File: src/rtl/mips_mc_pkg.sv
// Shared encodings for the multi-cycle MIPS controller: states, opcodes, functs,
// ALU operations, datapath mux selects and trap causes.
package mips_mc_pkg;

    localparam logic [3:0] S_IDLE   = 4'd0;
    localparam logic [3:0] S_FETCH  = 4'd1;
    localparam logic [3:0] S_DECODE = 4'd2;
    localparam logic [3:0] S_MEMADR = 4'd3;
    localparam logic [3:0] S_MEMRD  = 4'd4;
    localparam logic [3:0] S_MEMWB  = 4'd5;
    localparam logic [3:0] S_MEMWR  = 4'd6;
    localparam logic [3:0] S_EXEC_R = 4'd7;
    localparam logic [3:0] S_EXEC_I = 4'd8;
    localparam logic [3:0] S_ALUWB  = 4'd9;
    localparam logic [3:0] S_BRANCH = 4'd10;
    localparam logic [3:0] S_JUMP   = 4'd11;
    localparam logic [3:0] S_JR     = 4'd12;
    localparam logic [3:0] S_JAL    = 4'd13;
    localparam logic [3:0] S_TRAP   = 4'd14;

    localparam logic [5:0] OP_RTYPE = 6'b000000;
    localparam logic [5:0] OP_LW    = 6'b100011;
    localparam logic [5:0] OP_SW    = 6'b101011;
    localparam logic [5:0] OP_BEQ   = 6'b000100;
    localparam logic [5:0] OP_BNE   = 6'b000101;
    localparam logic [5:0] OP_J     = 6'b000010;
    localparam logic [5:0] OP_JAL   = 6'b000011;
    localparam logic [5:0] OP_ADDI  = 6'b001000;
    localparam logic [5:0] OP_ORI   = 6'b001101;
    localparam logic [5:0] OP_LUI   = 6'b001111;

    localparam logic [5:0] FN_ADD = 6'b100000;
    localparam logic [5:0] FN_SUB = 6'b100010;
    localparam logic [5:0] FN_AND = 6'b100100;
    localparam logic [5:0] FN_OR  = 6'b100101;
    localparam logic [5:0] FN_SLT = 6'b101010;
    localparam logic [5:0] FN_SLL = 6'b000000;
    localparam logic [5:0] FN_JR  = 6'b001000;

    typedef enum logic [3:0] {
        ALU_ADD = 4'd0,
        ALU_SUB = 4'd1,
        ALU_AND = 4'd2,
        ALU_OR  = 4'd3,
        ALU_SLT = 4'd4,
        ALU_SLL = 4'd5
    } alu_op_e;

    localparam logic [1:0] SRCB_BUSB   = 2'd0;
    localparam logic [1:0] SRCB_FOUR   = 2'd1;
    localparam logic [1:0] SRCB_IMM    = 2'd2;
    localparam logic [1:0] SRCB_IMM_SH = 2'd3;

    localparam logic [1:0] EXT_ZERO = 2'd0;
    localparam logic [1:0] EXT_SIGN = 2'd1;
    localparam logic [1:0] EXT_LUI  = 2'd2;

    localparam logic [1:0] PC_ALU    = 2'd0;
    localparam logic [1:0] PC_ALUOUT = 2'd1;
    localparam logic [1:0] PC_JUMP   = 2'd2;
    localparam logic [1:0] PC_BUSA   = 2'd3;

    localparam logic [1:0] DST_RT  = 2'd0;
    localparam logic [1:0] DST_RD  = 2'd1;
    localparam logic [1:0] DST_R31 = 2'd2;

    localparam logic [1:0] M2R_ALUOUT = 2'd0;
    localparam logic [1:0] M2R_MDR    = 2'd1;
    localparam logic [1:0] M2R_PC     = 2'd2;

    localparam logic [1:0] CAUSE_NONE    = 2'd0;
    localparam logic [1:0] CAUSE_ILLEGAL = 2'd1;
    localparam logic [1:0] CAUSE_TIMEOUT = 2'd2;

    typedef struct packed {
        logic       pc_wr;
        logic       pc_wr_cond;
        logic       ir_wr;
        logic       reg_wr;
        logic       mem_req;
        logic       mem_we;
        logic       iord;
        logic       alu_src_a;
        logic [1:0] alu_src_b;
        logic [1:0] ext_op;
        logic [1:0] pc_src;
        logic [1:0] reg_dst;
        logic [1:0] mem_to_reg;
        logic [3:0] alu_ctr;
        logic       br_ne;
    } ctrl_t;

    function automatic logic funct_known(input logic [5:0] funct);
        return (funct == FN_ADD) || (funct == FN_SUB) || (funct == FN_AND) ||
               (funct == FN_OR)  || (funct == FN_SLT) || (funct == FN_SLL);
    endfunction

    function automatic alu_op_e funct_to_alu(input logic [5:0] funct);
        case (funct)
            FN_SUB:  return ALU_SUB;
            FN_AND:  return ALU_AND;
            FN_OR:   return ALU_OR;
            FN_SLT:  return ALU_SLT;
            FN_SLL:  return ALU_SLL;
            default: return ALU_ADD;
        endcase
    endfunction

endpackage

File: src/rtl/mips_mc_ctrl_watchdog.sv
// Memory wait-state watchdog: counts consecutive not-ready cycles and flags the
// cycle in which the count is saturated while the memory is still not ready.
module mc_watchdog #(
    parameter int WAIT_W = 4
) (
    input  logic clk,
    input  logic rst_n,
    input  logic clear,
    input  logic enable,
    output logic timeout
);
    localparam logic [WAIT_W-1:0] ONE = WAIT_W'(1);

    logic [WAIT_W-1:0] count;

    always_ff @(posedge clk or negedge rst_n) begin
        if (!rst_n) begin
            count <= '0;
        end else if (clear) begin
            count <= '0;
        end else if (enable) begin
            count <= count + ONE;
        end
    end

    assign timeout = enable & (&count);

endmodule

File: src/rtl/mips_mc_ctrl.sv
// Multi-cycle MIPS control unit: Moore FSM sequencing fetch/decode/execute over a
// shared ALU and memory port. Optional performance counters under MC_PERF_CNT_EN.
module mips_mc_ctrl
    import mips_mc_pkg::*;
#(
    parameter int WAIT_W = 4,
    parameter int CNT_W  = 32
) (
    input  logic             Clk,
    input  logic             Reset,
    input  logic [5:0]       opcode,
    input  logic [5:0]       funct,
    input  logic             Zero,
    input  logic             mem_ready,
    output logic             PCWr,
    output logic             PCWrCond,
    output logic             IRWr,
    output logic             RegWr,
    output logic             MemReq,
    output logic             MemWe,
    output logic             IorD,
    output logic             ALUSrcA,
    output logic [1:0]       ALUSrcB,
    output logic [1:0]       ExtOp,
    output logic [1:0]       PCSrc,
    output logic [1:0]       RegDst,
    output logic [1:0]       MemtoReg,
    output logic [3:0]       ALUctr,
    output logic             BrNe,
    output logic             Trap,
    output logic [1:0]       TrapCause,
    output logic [3:0]       state,
    output logic [CNT_W-1:0] cyc_cnt,
    output logic [CNT_W-1:0] inst_cnt
);
    logic [3:0] cur_state;
    logic [3:0] next_state;
    logic [1:0] next_cause;
    logic [1:0] trap_cause;
    logic       mem_state;
    logic       wd_timeout;
    ctrl_t      ctrl;

    assign mem_state = (cur_state == S_FETCH) || (cur_state == S_MEMRD) ||
                       (cur_state == S_MEMWR);

    // Counter is held at zero outside memory states, so every entry starts fresh.
    mc_watchdog #(.WAIT_W(WAIT_W)) u_watchdog (
        .clk     (Clk),
        .rst_n   (Reset),
        .clear   (~mem_state | mem_ready),
        .enable  (mem_state & ~mem_ready),
        .timeout (wd_timeout)
    );

    always_comb begin
        next_state = cur_state;
        next_cause = CAUSE_NONE;
        case (cur_state)
            S_IDLE:   next_state = S_FETCH;
            S_FETCH: begin
                if (mem_ready) begin
                    next_state = S_DECODE;
                end else if (wd_timeout) begin
                    next_state = S_TRAP;
                    next_cause = CAUSE_TIMEOUT;
                end
            end
            S_DECODE: begin
                case (opcode)
                    OP_LW, OP_SW:             next_state = S_MEMADR;
                    OP_RTYPE:                 next_state = (funct == FN_JR) ? S_JR : S_EXEC_R;
                    OP_BEQ, OP_BNE:           next_state = S_BRANCH;
                    OP_J:                     next_state = S_JUMP;
                    OP_JAL:                   next_state = S_JAL;
                    OP_ADDI, OP_ORI, OP_LUI:  next_state = S_EXEC_I;
                    default: begin
                        next_state = S_TRAP;
                        next_cause = CAUSE_ILLEGAL;
                    end
                endcase
            end
            S_MEMADR: next_state = (opcode == OP_LW) ? S_MEMRD : S_MEMWR;
            S_MEMRD: begin
                if (mem_ready) begin
                    next_state = S_MEMWB;
                end else if (wd_timeout) begin
                    next_state = S_TRAP;
                    next_cause = CAUSE_TIMEOUT;
                end
            end
            S_MEMWR: begin
                if (mem_ready) begin
                    next_state = S_FETCH;
                end else if (wd_timeout) begin
                    next_state = S_TRAP;
                    next_cause = CAUSE_TIMEOUT;
                end
            end
            S_EXEC_R: begin
                if (funct_known(funct)) begin
                    next_state = S_ALUWB;
                end else begin
                    next_state = S_TRAP;
                    next_cause = CAUSE_ILLEGAL;
                end
            end
            S_EXEC_I: next_state = S_ALUWB;
            S_MEMWB, S_ALUWB, S_BRANCH, S_JUMP, S_JR, S_JAL: next_state = S_FETCH;
            S_TRAP:   next_state = S_TRAP;
            default:  next_state = S_IDLE;
        endcase
    end

    always_ff @(posedge Clk or negedge Reset) begin
        if (!Reset) begin
            cur_state  <= S_IDLE;
            trap_cause <= CAUSE_NONE;
        end else begin
            cur_state <= next_state;
            if ((next_state == S_TRAP) && (cur_state != S_TRAP)) begin
                trap_cause <= next_cause;
            end
        end
    end

    // Only IRWr/PCWr in FETCH look at mem_ready; everything else decodes state.
    always_comb begin
        ctrl = '0;
        case (cur_state)
            S_FETCH: begin
                ctrl.mem_req   = 1'b1;
                ctrl.alu_src_b = SRCB_FOUR;
                ctrl.alu_ctr   = ALU_ADD;
                ctrl.pc_src    = PC_ALU;
                ctrl.ir_wr     = mem_ready;
                ctrl.pc_wr     = mem_ready;
            end
            S_DECODE: begin
                ctrl.alu_src_b = SRCB_IMM_SH;
                ctrl.ext_op    = EXT_SIGN;
                ctrl.alu_ctr   = ALU_ADD;
            end
            S_MEMADR: begin
                ctrl.alu_src_a = 1'b1;
                ctrl.alu_src_b = SRCB_IMM;
                ctrl.ext_op    = EXT_SIGN;
                ctrl.alu_ctr   = ALU_ADD;
            end
            S_MEMRD: begin
                ctrl.mem_req = 1'b1;
                ctrl.iord    = 1'b1;
            end
            S_MEMWB: begin
                ctrl.reg_wr     = 1'b1;
                ctrl.reg_dst    = DST_RT;
                ctrl.mem_to_reg = M2R_MDR;
            end
            S_MEMWR: begin
                ctrl.mem_req = 1'b1;
                ctrl.mem_we  = 1'b1;
                ctrl.iord    = 1'b1;
            end
            S_EXEC_R: begin
                ctrl.alu_src_a = 1'b1;
                ctrl.alu_src_b = SRCB_BUSB;
                ctrl.alu_ctr   = funct_to_alu(funct);
            end
            S_EXEC_I: begin
                ctrl.alu_src_a = 1'b1;
                ctrl.alu_src_b = SRCB_IMM;
                case (opcode)
                    OP_ORI: begin
                        ctrl.ext_op  = EXT_ZERO;
                        ctrl.alu_ctr = ALU_OR;
                    end
                    OP_LUI: begin
                        ctrl.ext_op  = EXT_LUI;
                        ctrl.alu_ctr = ALU_OR;
                    end
                    default: begin
                        ctrl.ext_op  = EXT_SIGN;
                        ctrl.alu_ctr = ALU_ADD;
                    end
                endcase
            end
            S_ALUWB: begin
                ctrl.reg_wr     = 1'b1;
                ctrl.mem_to_reg = M2R_ALUOUT;
                ctrl.reg_dst    = (opcode == OP_RTYPE) ? DST_RD : DST_RT;
            end
            S_BRANCH: begin
                ctrl.alu_src_a  = 1'b1;
                ctrl.alu_src_b  = SRCB_BUSB;
                ctrl.alu_ctr    = ALU_SUB;
                ctrl.pc_wr_cond = 1'b1;
                ctrl.pc_src     = PC_ALUOUT;
                ctrl.br_ne      = (opcode == OP_BNE);
            end
            S_JUMP: begin
                ctrl.pc_wr  = 1'b1;
                ctrl.pc_src = PC_JUMP;
            end
            S_JR: begin
                ctrl.pc_wr  = 1'b1;
                ctrl.pc_src = PC_BUSA;
            end
            S_JAL: begin
                ctrl.reg_wr     = 1'b1;
                ctrl.reg_dst    = DST_R31;
                ctrl.mem_to_reg = M2R_PC;
                ctrl.pc_wr      = 1'b1;
                ctrl.pc_src     = PC_JUMP;
            end
            default: ctrl = '0;
        endcase
    end

    assign PCWr      = ctrl.pc_wr;
    assign PCWrCond  = ctrl.pc_wr_cond;
    assign IRWr      = ctrl.ir_wr;
    assign RegWr     = ctrl.reg_wr;
    assign MemReq    = ctrl.mem_req;
    assign MemWe     = ctrl.mem_we;
    assign IorD      = ctrl.iord;
    assign ALUSrcA   = ctrl.alu_src_a;
    assign ALUSrcB   = ctrl.alu_src_b;
    assign ExtOp     = ctrl.ext_op;
    assign PCSrc     = ctrl.pc_src;
    assign RegDst    = ctrl.reg_dst;
    assign MemtoReg  = ctrl.mem_to_reg;
    assign ALUctr    = ctrl.alu_ctr;
    assign BrNe      = ctrl.br_ne;
    assign Trap      = (cur_state == S_TRAP);
    assign TrapCause = trap_cause;
    assign state     = cur_state;

`ifdef MC_PERF_CNT_EN
    localparam logic [CNT_W-1:0] CNT_ONE = CNT_W'(1);

    logic [CNT_W-1:0] cyc_q;
    logic [CNT_W-1:0] inst_q;
    logic             inst_done;

    // Retirement is any return to FETCH except the initial IDLE->FETCH step.
    assign inst_done = (next_state == S_FETCH) && (cur_state != S_FETCH) &&
                       (cur_state != S_IDLE);

    always_ff @(posedge Clk or negedge Reset) begin
        if (!Reset) begin
            cyc_q  <= '0;
            inst_q <= '0;
        end else begin
            if ((cur_state != S_IDLE) && (cur_state != S_TRAP) && (cyc_q != '1)) begin
                cyc_q <= cyc_q + CNT_ONE;
            end
            if (inst_done && (inst_q != '1)) begin
                inst_q <= inst_q + CNT_ONE;
            end
        end
    end

    assign cyc_cnt  = cyc_q;
    assign inst_cnt = inst_q;
`else
    assign cyc_cnt  = '0;
    assign inst_cnt = '0;
`endif

endmodule
File: config.mk
export PLATFORM = sky130hd
export DESIGN_NAME = mips_mc_ctrl
export DESIGN_NICKNAME = d
export VERILOG_FILES = /design/src/rtl/mips_mc_pkg.sv /design/src/rtl/mips_mc_ctrl_watchdog.sv /design/src/rtl/mips_mc_ctrl.sv
export SDC_FILE = /design/constraint.sdc
export NUM_CORES = 1
export LEC_CHECK = 0
export ABC_AREA = 1
export CORE_MARGIN = 5
export CORE_UTILIZATION = 39
export CTS_BUF_LIST = sky130_fd_sc_hd__clkbuf_8
export DETAILED_ROUTE_END_ITERATION = 12
export PLACE_DENSITY = 0.93
export SETUP_SLACK_MARGIN = 0.15
export SYNTH_ARGS = -nofsm -noshare
export SYNTH_HDL_FRONTEND = slang
export SYNTH_SLANG_ARGS = --single-unit
File: constraint.sdc
create_clock -name Clk -period 3.8 [get_ports Clk]
set_input_delay 0.76 -clock Clk [delete_from_list [all_inputs] [get_ports Clk]]
set_output_delay 0.76 -clock Clk [all_outputs]
set_load 0.05 [all_outputs]
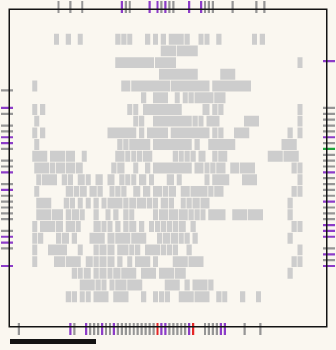
Fig. 1. Pin map.
Bar = 20 um. Pins as bars across the die edge, other pins in grey.
- green: `mem_ready` (pins 1; direction input; edge right)
- purple: `cyc_cnt` (pins 32; direction output; edge 9 right, 9 bottom, 8 left, 6 top)
- red: `PCSrc` (pins 2; direction output; edge bottom)
Die W: 73.4 um
Die Span Y: 73.4 um
IO Port Bufs: 43

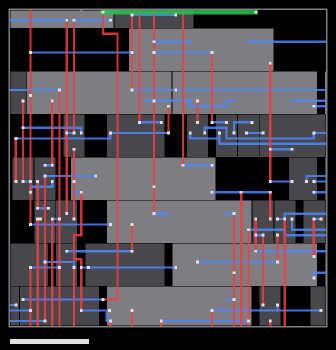
Fig. 2. Close-up of the layout.
Bar = 5 um. Window x 27 to 47, y 41 to 61 um. Cells in grey, sequential cells in the stronger grey; small squares are vias.
- blue: metal 1
- green: metal 3
- red: metal 2
- cells with their middle in the window: 24
- sequential cells in the window: 7
- netlist names of flops here include: `state` (3), `u_watchdog.count` (3)
- most frequent: dfrtp_1 (7), nand2_1 (6), nor2_1 (4)

==> impl_metrics.env <==
# implementation run metrics
export IMPL_synth_cells=249
export IMPL_register_area_um2=250
export IMPL_synth_simple_area_share_pct=37.4
export IMPL_grt_antenna_before_repair=0
export IMPL_drc=0
export IMPL_fp_coreArea_um2=3940
export IMPL_setup_viol=0
export IMPL_switching_share_pct=62.1
export IMPL_hold_start="u_watchdog.count[0]"
export IMPL_setup_worst_path_start_class="primary input"
export IMPL_ys_cells=249
export IMPL_yosys_warnings=0
export IMPL_routed_wl_um=3470
export IMPL_post_route_min_period_ps=3510
export IMPL_mux_share_pct=0
export IMPL_cts_hold_buffers=0
export IMPL_p_leak_uw=0.00101
export IMPL_peakVddDrop_mv=0.184
export IMPL_internal_power_uw=497
export IMPL_dp_slack_ps=280
export IMPL_status="complete, no violations"
export IMPL_synth_flops=10
export IMPL_grt_max_degree=11
export IMPL_p_per_area_nw_per_um2=708
export IMPL_syn_to_final_growth_pct=18.1
export IMPL_logic_area_um2=933
export IMPL_cts_resized=0
export IMPL_grt_setup_unrepaired="no"
export IMPL_yosysUniqueCellTypes=27
export IMPL_gp_congestion=0.883
export IMPL_grt_pass1_wl_um=5260
export IMPL_yosys_dominant_comb_family="buffers and inverters"
export IMPL_r2r_cells=11
export IMPL_final_cell_mix="conb_1, clkdlybuf4s50_1, nand2_1"
export IMPL_setup_tns_final_ps=0
export IMPL_clkTransAtPathRegs_ps=50
export IMPL_slew_violations=0
export IMPL_wl_per_cell_um=10.1
export IMPL_diodes=0
export IMPL_synth_top_flop_cell="dfrtp_1"
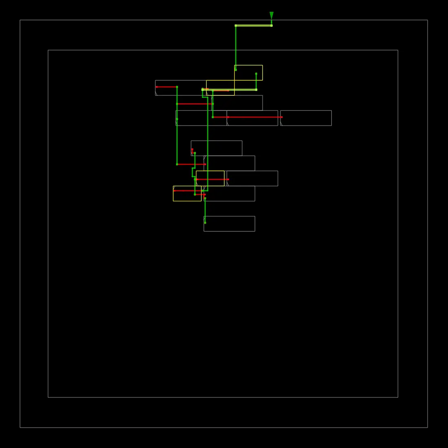
Fig. 3. Clock routing.
clk latency late pin: 230 ps
clock sinks: 10
clock buf count: 4
Seq Cell Count: 10
Final Skew: 4.62 ps

[layout make-up]
type	count	area share [%]
inverters	35	7.09
clock buffers	4	2.97
well taps	50	3.38
flip-flops and latches	10	13.5
repair buffers	43	22.7
multi-input cells	201	50.4
[flip-flops by register name, summed over array words and instances, names as in the netlist]
register / count
TrapCause: 2
u_watchdog.count: 4
state: 4
[stage by stage]
step,cell area (um^2),instances
after global routing,1850,343
after global placement,1800,339
after detailed placement,1800,339
after floorplan,1820,313
after CTS,1850,343
final,1850,343
[cells in the mapped netlist (2+ instances only)]
library cell | n | share of area, %
buf_4 | 66 | 32
nand2_1 | 36 | 8.6
nor2_1 | 35 | 8.4
inv_1 | 31 | 7.4
nand3_1 | 21 | 6.7
dfrtp_1 | 10 | 16
nor2_2 | 7 | 2.8
o21ai_0 | 7 | 2.2
nand2_2 | 5 | 2.0
nand4_1 | 5 | 2.0
inv_2 | 4 | 0.96
nor3_1 | 4 | 1.3
a21oi_1 | 3 | 0.96
nor2_4 | 2 | 1.4
[layer usage]
layer | track usage [%] | part of all wire [%] | vias to the layer above
met1 | 14.4 | 37 | 636
met5 | 0 | 0 | -
met4 | 3.02 | 0.58 | 0
met2 | 21.4 | 51 | 77
li1 | - | - | 732
met3 | 2.05 | 11 | 4
[power by group through the flow]
stage                     Combinational, uW  Sequential [uW]  Clock [uW]
after floorplan                         752              234           0
after global placement                  985              185           0
after detailed placement                998              186           0
after CTS                               999              184         135
after global routing                   1060              191         140
final                                   998              184         129
[worst max-delay path, stage by stage]
cell and delay [ps]:
clkdlybuf4s50_1 510, nor2_1 80, nand3_1 140, a21oi_1 80
or4_1 460, clkdlybuf4s50_1 710
